Design mem_berger_zero_scrub, sky130hd; sources not shown.
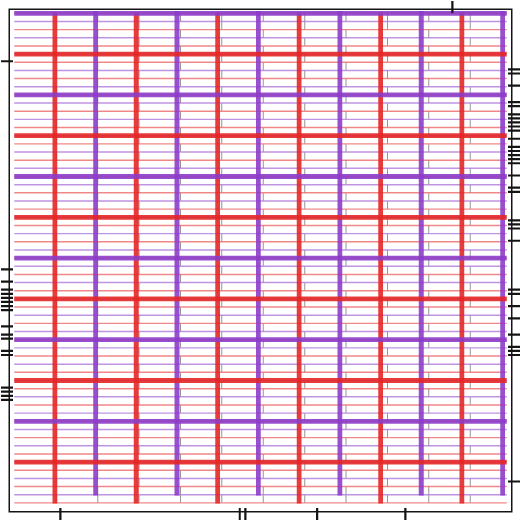
run_1/floorplan.png
(3 px per µm) Pins as bars on the die edge. Tap cells in gray.
legend:
  VSS:
    color: red
  VDD:
    color: purple
tap cells: 341
met5 straps: 12
signal pins: 56
rows: 60
Die Height: 167 µm
die width: 167 µm

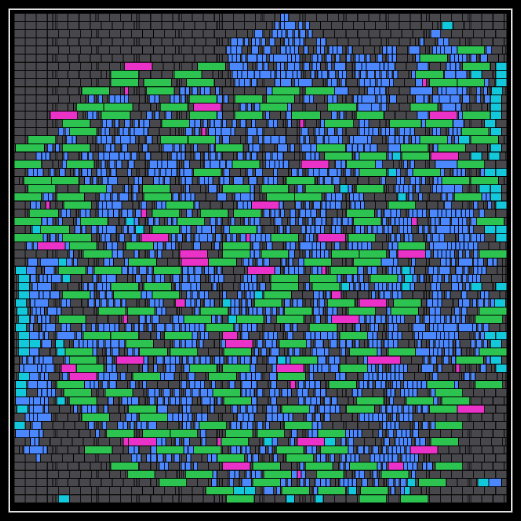
run_1/class_map.png
(3 px per µm) Fill, decap, tap and diode cells in gray.
legend:
  sequential cells:
    color: green
    cells: 224
    share_of_their_area: 38%
  remaining buffers and delay cells:
    color: cyan
    cells: 80
    share_of_their_area: 5.0%
  clock drivers and dummy loads:
    color: magenta
    cells: 46
    share_of_their_area: 5.3%
  remaining logic cells:
    color: blue
    cells: 1591
    share_of_their_area: 51%
flop share of the area: 37.2%
site row count: 60
Core Box Area: 26800 µm²

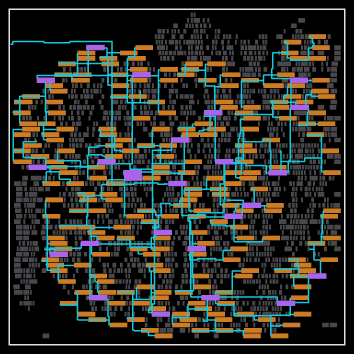
run_1/clock_wires.png
(2 px per µm)
legend:
  flip-flops:
    color: orange
    count: 224
  clock-net drivers:
    color: purple
    count: 25
  clock wires:
    color: cyan
    length: 2950 µm
flops lie: all over the die
routed clock nets: 26
clock network power share: 18.2%
clk pwr: 0.617 mW
Latency at later pin: 0.54 ns

==> impl_metrics.tcl, run 1 <==
# place-and-route summary
set metrics [dict create \
    outcome "finished clean" \
    io_pins 56 \
    fmax_mhz 118 \
    wl_per_cell_um 18.5 \
    synthArstFlopShare_pct 100 \
    largest_reg_flops 192 \
    numPortBuffers 55 \
    end_kind "register" \
    worstRegToRegCells 39 \
    firstDrtPassIters 6 \
    post-place-ws_ns 5.56 \
    vdd_ir_drop_max_v 0.000180 \
    yosysChipArea_um2 13600 \
    crit_top_cell "nand2_1" \
    htreeDepth 1 \
    period_used_pct 58.8 \
    grtUsageTotal_pct 30.8 \
    tns_ns 0 \
    cts_sinks 224 \
    min_period_ns 8.46 \
    synth.avg_cell_area_um2 7.12 \
    cts_resized 0 \
    worst-path-max-fanout 42 \
    dp_hpwl_um 28200 \
    gr-usage-met3_pct 4.92 \
    top_area_cell "dfrtp_1" \
    cts_hold_buf 0 \
    path_depth 42 \
    final_cell_area_um2 15100 \
    cts_tree "done" \
    placed_cells 2236 \
    drt-total-wl_um 42200 \
    power_leakage_nw 7.15 \
    gr-total-overflow 0 \
    whs_path_depth 2 \
    hold_violations 0 \
    wl_met2_um 18800 \
]
[run 1: worst register-to-register path: cells and delay by family (launching register included)]
kind / cells / cell delay (ns)
fa+ha+maj: 6 / 1.62
flops: 1 / 0.36
buf+inv: 8 / 1.15
simple gates: 23 / 3.66
compound gates: 2 / 0.41
[run 1: Yosys cell counts (4+ instances only)]
cell       count
clkinv_1       7
o22ai_1       18
buf_4          6
buf_6          4
buf_2         35
nand3b_1       6
or2_2          4
nand2_1      578
xor2_1        20
nand3_1      129
o21ai_1       21
ha_1          23
nand3_2       13
buf_1          4
inv_2         15
a21oi_1       63
inv_1        174
nor3_1        22
o21ai_0      305
or2_1          5
o221ai_1      16
nor2_1        86
nand4_1       21
dfstp_2       16
nor2_2         5
clkbuf_1      47
o211ai_1      10
nand2_2       11
o2111ai_1      5
o31ai_1        7
xnor2_1        6
dfrtp_1      208
[run 1: placed cells by master, fill, tap and decap left out, types with 10 or more instances in the layout]
cell type / instances
dfstp_2: 16
inv_1: 173
nand3_2: 13
clkdlybuf4s50_1: 54
xor2_1: 18
dfrtp_1: 207
nor3_1: 22
o21ai_0: 305
buf_4: 25
inv_2: 15
o22ai_1: 18
a21oi_1: 63
nand3_1: 129
clkbuf_16: 25
o211ai_1: 10
nand4_1: 21
nand2_2: 12
nor2_1: 85
clkbuf_1: 11
o221ai_1: 16
o21ai_1: 21
ha_1: 23
nand2_1: 577
[run 1: report_power, final]
part           switching, mW  internal (mW)
combinational           1.19          0.621
clock                  0.260          0.356
sequential             0.144          0.806
total                   1.60           1.78
[run 1: layout make-up]
class,count,area (µm²)
inverter,196,743
sequential,224,5630
fill,2494,11700
multi-input combinational,1395,6820
antenna,1,2.50
clock inverter,7,67.6
clock buffer,39,708
timing repair buffer,80,733
tap,341,427
--- run 2 (diff from run 1) ---
clock period = 8.7 ns   (was 14.4 ns; I/O delays follow)
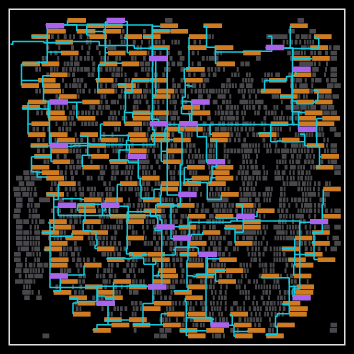
run_2/clock_wires.png
(2 px per µm)
legend:
  clock wires:
    color: cyan
    length: 3000 µm
  clock-net drivers:
    color: purple
    count: 26
  flip-flops:
    color: orange
    count: 224
flops lie: all over the die
routed clock nets: 27
clock network power share: 20.2%
clk pwr: 1.16 mW

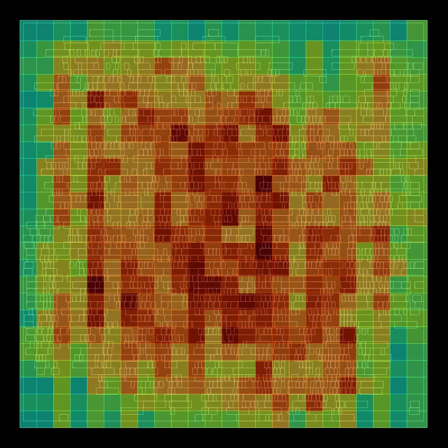
run_2/congestion_map.png
M1 GR Usage: 41.8%
GRT Max-Usage Layer: met2
met2 GRT Util: 51.1%

==> impl_metrics.tcl, run 2 <==
# place-and-route summary
set metrics [dict create \
    worstRegToRegCells 38 \
    cts_resized 0 \
    synthArstFlopShare_pct 100 \
    tns_ns 0 \
    n_antenna_cell 0 \
    largest_reg_flops 192 \
    rows 60 \
    firstDrtPassIters 6 \
    detail-route-antenna-nets 0 \
    io_pins 56 \
    post-place-ws_ns 0.823 \
    yosys_warnings 0 \
    hold_violations 0 \
    final_cell_area_um2 15300 \
    period_used_pct 86.5 \
    p_int_mw 3.08 \
    numPortBuffers 55 \
    share_seq_of_total_power_pct 27.4 \
    fmax_mhz 133 \
    whs_path_depth 2 \
    gr-total-overflow 0 \
    outcome "finished clean" \
    min_period_ns 7.52 \
    warnings 29 \
    cts_sinks 224 \
    insertion_delay_ns 0.54 \
    dp_hpwl_um 28200 \
    top_area_cell "dfrtp_1" \
    yosysChipArea_um2 13600 \
    die-height_um 167 \
    die_x_um 167 \
    coreArea_um2 26800 \
    htreeDepth 1 \
    worst-path-max-fanout 24 \
    end_kind "register" \
    synth.avg_cell_area_um2 7.12 \
    wl_per_cell_um 18.9 \
    p_comb_share_pct 52.4 \
    layout_top_cell "nand2_1" \
    placed_cells 2235 \
]
-- run 2: critical path, delay by kind of cell --
| kind | cells | cell delay, ns |
|---|---|---|
| buffers and inverters | 7 | 1.67 |
| adders and majority gates | 6 | 1.57 |
| xor gates and xnor gates | 1 | 0.16 |
| and+or+nand+nor | 24 | 2.89 |
| AOI/OAI and AO/OA | 2 | 0.36 |
-- run 2: power groups by stage --
stage	clock (mW)	combinational, mW	sequential, mW
finish	1.16	2.99	1.57
global route	1.21	3.38	1.60
CTS	1.17	2.96	1.56
detailed placement	0	2.95	1.57
global placement	0	2.86	1.56
floorplan	0	2.24	1.59
-- run 2: layer usage --
layer  global-route usage (%)  share of wire, %  routed length (µm)  up-vias
li1                         -                 -                   -     6311
met1                     41.8                39               16900     6306
met2                     51.1                45               19500      767
met3                     5.58                11                4890      140
met4                     13.7               4.3                1850        0
met5                        0                 0                   0        -
-- run 2: cells by family (layout without fill, tap and decap cells) --
kind of cell	after synthesis	after routing
adder cells (fa/ha/maj)	23	23
AND/OR/NAND/NOR	893	893
buffers and inverters	292	319
flip-flops	224	224
XOR/XNOR	26	26
AND-OR/OR-AND	453	453
-- run 2: final cells by class --
cell class / instances / area, µm²
Tap cell: 341 / 427
Sequential cell: 224 / 5630
Clock inverter: 10 / 159
Inverter: 196 / 743
Clock buffer: 34 / 742
Multi-Input combinational cell: 1395 / 6830
Timing Repair Buffer: 79 / 729
Fill cell: 2510 / 11500
--- run 3 (diff from run 2) ---
CORE_UTILIZATION = 60   (was 50)
PLACE_DENSITY = 0.83   (was 0.72)
SETUP_SLACK_MARGIN = 0.2   (was 0.3)
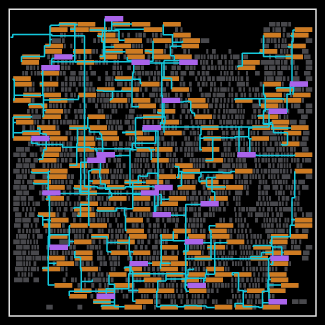
run_3/clock_wires.png
(2 px per µm)
legend:
  clock-net drivers:
    color: purple
    count: 25
  clock wires:
    color: cyan
    length: 2780 µm
  flip-flops:
    color: orange
    count: 224
routed clock nets: 26
skew final: 0.0110 ns
clock network power share: 18.1%
clk pwr: 1.01 mW

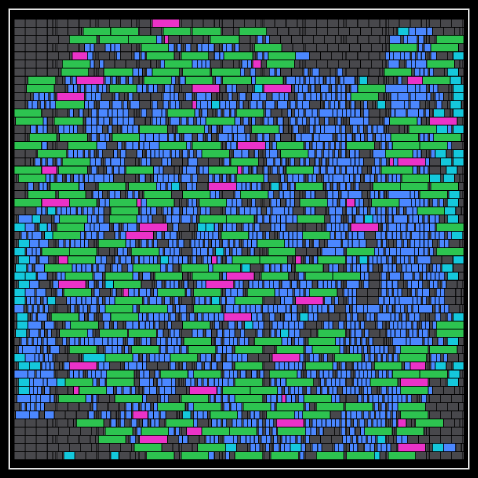
run_3/class_map.png
(3 px per µm) Fill, decap, tap and diode cells in gray.
legend:
  remaining buffers and delay cells:
    color: cyan
    cells: 83
    share_of_their_area: 5.2%
  sequential cells:
    color: green
    cells: 224
    share_of_their_area: 38%
  remaining logic cells:
    color: blue
    cells: 1591
    share_of_their_area: 51%
  clock drivers and dummy loads:
    color: magenta
    cells: 45
    share_of_their_area: 5.3%
flop share of the area: 37.3%
Final Cell Area: 15100 µm²
Core Box Area: 22000 µm²
site row count: 54
fin util: 68.4%

==> impl_metrics.tcl, run 3 <==
# place-and-route summary
set metrics [dict create \
    outcome "finished, violations left" \
    violations "design-rule violations" \
    cts_setup_buffers 0 \
    ys_ff 224 \
    cts_resized 0 \
    grt_pass1_vias 13200 \
    clkTransAtPathRegs_ns 0.06 \
    ys_top_logic_family "simple AND/OR/NAND/NOR gates" \
    grt_max_degree 81 \
    critPathKind "in2reg" \
    worstRegToRegCells 38 \
    top_area_cell "dfrtp_1" \
    synthSimpleGateAreaFrac_pct 28.3 \
    worst-path-max-fanout 24 \
    cp-start-kind "input pin" \
    regArea_um2 5630 \
    die-height_um 153 \
    setup_violations 0 \
    synth-edff-count 0 \
    warnings 29 \
    numPortBuffers 55 \
    largest_reg_flops 192 \
    share_seq_of_total_power_pct 28.0 \
    grt_antenna_before_repair 0 \
    whs_path_depth 2 \
    ys_sh_xor_pct 1.67 \
    dp_hpwl_um 27800 \
    grtUsageTotal_pct 36.5 \
    cp_slowest_cell "clkdlybuf4s50_1" \
    detail-route-antenna-nets 0 \
    cts_sinks 224 \
    top_cell "nand2_1" \
    max_slew_margin_pct 23.4 \
    synthAoiAreaFrac_pct 17.9 \
    io_pins 56 \
    top_cells_by_area "dfrtp_1 38%, nand2_1 16%, o21ai_0 11%, inv_1 4.8%, nand3_1 4.7%" \
    fp_util_pct 61.8 \
    hold_violations 0 \
    n_antenna_cell 0 \
    syn-num-nets 1964 \
    yosysChipArea_um2 13600 \
    end_kind "register" \
    fill_cells 1818 \
    cts_tree "done" \
    power.density_nw_per_um2 372 \
    placed_area_um2 14300 \
    synth.avg_cell_area_um2 7.12 \
    tns_ns 0 \
    mi_logic_area_um2 6800 \
    htreeDepth 1 \
    tightestPinTransition_ns 1.15 \
    die_x_um 153 \
    synthArstFlopShare_pct 100 \
    cp.arrival_ns 7.91 \
    crit_path_max_incr_delay_ns 0.78 \
    p_comb_share_pct 53.9 \
    synth.distinct_cells 43 \
    power_leakage_nw 7.17 \
    area_growth_pct 10.7 \
    fmax_mhz 134 \
    drive_gt1_share_pct 7.46 \
    period_used_pct 85.6 \
    power.switching_mw 2.66 \
    drc 7 \
    required_ns 9.16 \
    yosys_warnings 0 \
    firstDrtPassIters 7 \
    wl_per_cell_um 19.0 \
    gr-total-overflow 0 \
    insertion_delay_ns 0.52 \
    ys_sh_adder_pct 2.11 \
    min_period_ns 7.44 \
    p_int_mw 2.95 \
    layout_top_cell "nand2_1" \
    dieArea_um2 23300 \
    mux_share_pct 0 \
]
[run 3: power groups by stage]
stage | sequential (mW) | combinational (mW) | clock, mW
after floorplan | 1.59 | 2.24 | 0
after global placement | 1.57 | 2.83 | 0
after CTS | 1.56 | 2.98 | 1.02
after global routing | 1.60 | 3.41 | 1.05
after detailed placement | 1.58 | 2.96 | 0
final | 1.57 | 3.03 | 1.01
[run 3: cell type report]
cell class | count | share of cell area, %
clock inverter | 8 | 0.340
inverter | 196 | 4.93
clock buffer | 37 | 4.85
multi-input combinational | 1395 | 45.1
timing repair buffer | 83 | 5.10
tap | 280 | 2.32
sequential | 224 | 37.3
[run 3: worst max-delay path: cells and delay by family]
kind                     cells  cell delay [ns]
AND/OR/NAND/NOR             24             2.82
buffers and inverters        7             1.64
adder cells (fa/ha/maj)      6             1.56
AND-OR/OR-AND                2             0.36
XOR/XNOR                     1             0.18
[run 3: layer usage]
| layer | global-route usage [%] | vias up | wire, µm |
|---|---|---|---|
| li1 | - | 6316 | - |
| met5 | 0 | - | 0 |
| met4 | 17.4 | 0 | 1980 |
| met3 | 10.2 | 201 | 5680 |
| met2 | 59.2 | 932 | 19000 |
| met1 | 44.9 | 6314 | 15500 |
[run 3: cell families after synthesis]
family / after synthesis
AOI/OAI and AO/OA: 453
xor gates and xnor gates: 26
adders and majority gates: 23
buffers and inverters: 292
DFF: 224
and+or+nand+nor: 893
[run 3: per-stage QoR]
stage                     util (%)  setup WS, ns  power (mW)  hold WS (ns)  std cells
after global placement        64.8          1.18        4.40         0.462       2177
final                         68.4          1.26        5.61         0.480       2223
after floorplan                  -          1.29        3.83         0.453       1911
after detailed placement      64.8         0.970        4.54         0.466       2177
after global routing          68.4         0.803        6.07         0.510       2223
after CTS                     68.3          1.45        5.56         0.482       2222
No activity file was given, so power comes from the tool's default toggle rates.
